**Routing congestion**

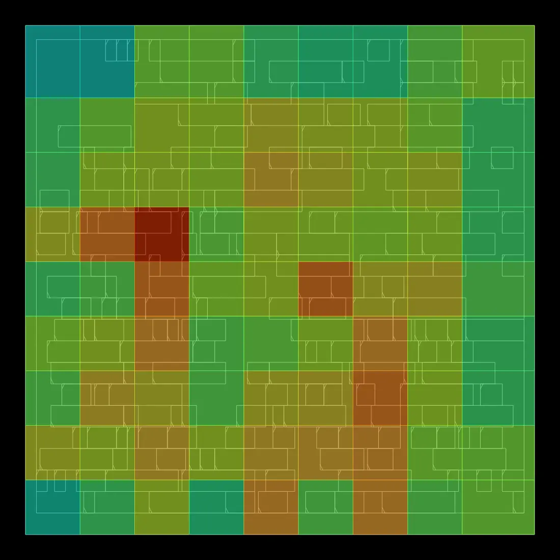
**Where the registers sit**

(8 px per um) Other sequential cells in the stronger grey, the rest of the logic in the fainter grey.
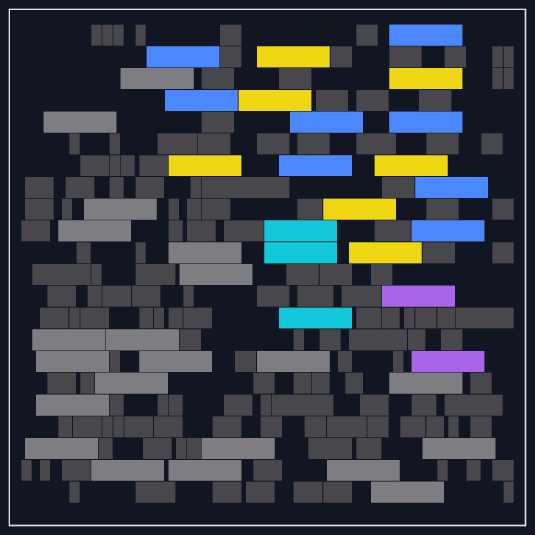
**Met2 routing**

(4 px per um) Cells faint in the background.
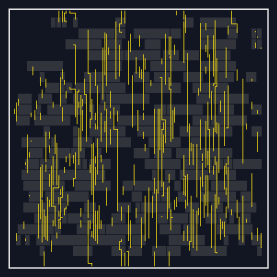
Design tt_um_serial_adder_seq, sky130hd; sources not shown.
==> results_dict.tcl <==
# yosys + openroad results
set metrics [dict create \
    synthToLayoutAreaGrowth_pct 20.2 \
    chip_area_um2 4140 \
    rows 22 \
    nets 207 \
    cp-start-kind "flop" \
    top_area_cell "dfrtp_1" \
    post-dp-hpwl_um 2250 \
    grt_pass1_wl_um 5600 \
    crit_chain "nor2b_4 -> buf_6 -> buf_12" \
    cts.root.buffer_cell "clkbuf_8" \
    yosys_area_um2 1900 \
    synthAoiAreaFrac 0.0657 \
    grt_pass1_vias 1179 \
    synth_warnings 0 \
    hold_viol_final 0 \
    drt_iter0_markers 47 \
    cts_tree "built" \
    die_w_um 64.3 \
    setup_tns_ps 0 \
    finalNonFillerCells 234 \
    ys_sh_simple 0.0775 \
    grt_overflow 0 \
    finalCriticalPeriod_ps 1550 \
    cp.depth 3 \
    power-per-cell-area_nw_per_um2 2010 \
    outcome "finished, final reports clean" \
    synthMuxAreaShare 0.187 \
    finalMaxSlewViolations 0 \
    slowest_delay_ps 440 \
    cts_max_level 2 \
    ys_sh_xor 0.00920 \
    fa_ha_area_frac 0.0237 \
    ys.flop_type "dfrtp_1" \
    cts_buffers 5 \
    synth.cells.most_frequent "dfrtp_1 (41), buf_4 (19), nand2_1 (17)" \
    synthTopLogicFamily "multiplexers" \
    grt_antenna_before_repair 0 \
    crit_fanout 14 \
    max-slew-margin-rel 0.656 \
    critPathBufInv 2 \
    regArea_um2 1030 \
    rsz0062_at_grt "false" \
    top_cells_by_area "dfrtp_1 (54%), mux2_2 (9.5%), mux2i_1 (8.4%), buf_4 (7.5%), o21ai_0 (3.7%)" \
    cts.clk_slew.worst_paths_ps 80 \
    pre_cts_ws_ps -26.0 \
    reg2reg_depth 5 \
    cp_data_arrival_time_ps 1220 \
    min_path_type "input pin to asynchronous set/reset pin" \
    fp_util 0.516 \
    ys_async_sr_fraction 1.00 \
    synth_area_um2 1900 \
    ys_ff 41 \
    routabilityCongestion 0.719 \
    grt_max_degree 42 \
    synthDistinctLibCells 29 \
    drive_gt1_frac 0.274 \
    fp.dieH_um 64.3 \
    ios 43 \
    drt-pass1-iter-count 2 \
    crit_required_ps 1320 \
    synthCells 156 \
    post-route-period-util 0.937 \
    drv_cap 0 \
    clk_path_buf_depth 2 \
    warning_count 31 \
    synth-edff-count 0 \
    fin_skew_ps 7.48 \
    viasPerCell 4.97 \
    syn_area_per_cell_um2 12.2 \
    postSynthSeqShare 0.539 \
    combGateArea_um2 736 \
    p_leak_nw 1.10 \
    cp-end-kind "primary output" \
    portBuffers 25 \
    worst_slew_pin_slew_ps 516 \
    timing.final.ws_setup_ps 104 \
    synth.most_common_cell "dfrtp_1" \
    crit_path_top_delay_cell "dfrtp_1" \
    drc_errors 0 \
    rrSetupSlack_ps 110 \
    vdd_drop_max_uv 1110 \
    n_fill_cell 316 \
    worstSetupPathType "flop to primary output" \
    cpLargestDelayFamily "flip-flops" \
    place_inst 225 \
    setup-violations-final 0 \
    antenna_cells 0 \
    hold_ws_ps 85.1 \
    drtAntennaViolNets 0 \
    clkLatencyLatePin_ps 300 \
    yosys_cells 156 \
    core_area_um2 3690 \
    fmax_mhz 647 \
    top_cell_area_share 0.539 \
    cts.sinks 41 \
]
Notes on 'routing congestion' above:
GR Layer Usage met1: 0.234
Routed WL per cell: 13.3 um
routing usage on met3: 0.0375
Total GRT Usage: 0.180
Top Usage Layer GRT: met2

Notes on 'where the registers sit' above:
Key: cnt_q = cyan [flops 3]; uo_out = blue [flops 8]; state_q = purple [flops 2]; sh_q = yellow [flops 7]
Another 21 sequential cells are not coloured.
fin util: 0.620
sequential power: 1.74 mW
sequential cell area share: 0.448

Notes on 'met2 routing' above:
The wires run mostly vertical. The layer holds 48% of the routed length.
vias: 1163
DRT Wirelength: 3110 um

-- cell type report --
type,count,share of cell area
flip-flops and latches,41,0.448
inverters,2,0.00328
multi-input cells,99,0.321
repair buffers,36,0.148
well taps,48,0.0262
clock inverters,2,0.0164
clock buffers,6,0.0361
-- routing by layer --
layer | wire (um) | global-route usage | vias to the layer above
li1 | - | - | 560
met1 | 1470 | 0.234 | 571
met2 | 1490 | 0.288 | 28
met3 | 116 | 0.0375 | 4
met4 | 39 | 0.0833 | 0
met5 | 0 | 0 | -
-- worst reg2reg max path: stages, from the launching register on --
cell	delay (ps)
dfrtp_1	390
ha_1	210
ha_1	190
nand3b_1	150
buf_12	150
mux2_2	340
-- layout by cell type (no fill, tap or decap), types with 2 or more instances in the layout --
cell / instances
a22o_1: 2
and2_1: 2
buf_12: 3
buf_4: 19
clkbuf_8: 6
clkdlybuf4s50_1: 12
conb_1: 12
dfrtp_1: 41
ha_1: 2
inv_1: 2
mux2_2: 16
mux2i_1: 16
nand2_1: 17
nor2_1: 3
o21ai_0: 14
o22ai_1: 2
-- through the flow --
stage / power [mW] / area [um^2] / util
5_1_grt: 4.92 / 2290 / 0.620
4_1_cts: 4.62 / 2280 / 0.617
3_3_place_gp: 3.69 / 2160 / 0.585
6_report: 4.61 / 2290 / 0.620
2_1_floorplan: 3.25 / 1940 / -
3_5_place_dp: 3.78 / 2160 / 0.585
-- cell families after synthesis --
family,count (synthesis)
flip-flops,41
multiplexers,33
AND/OR/NAND/NOR,28
buffers and inverters,26
AND-OR/OR-AND,21
adder cells (fa/ha/maj),3
other,2
XOR/XNOR,2
-- power by group --
group | internal, mW | switching (mW)
clock | 0.492 | 0.353
combinational | 0.895 | 1.13
sequential | 1.46 | 0.276
Power is estimated from default activity; no workload was simulated.
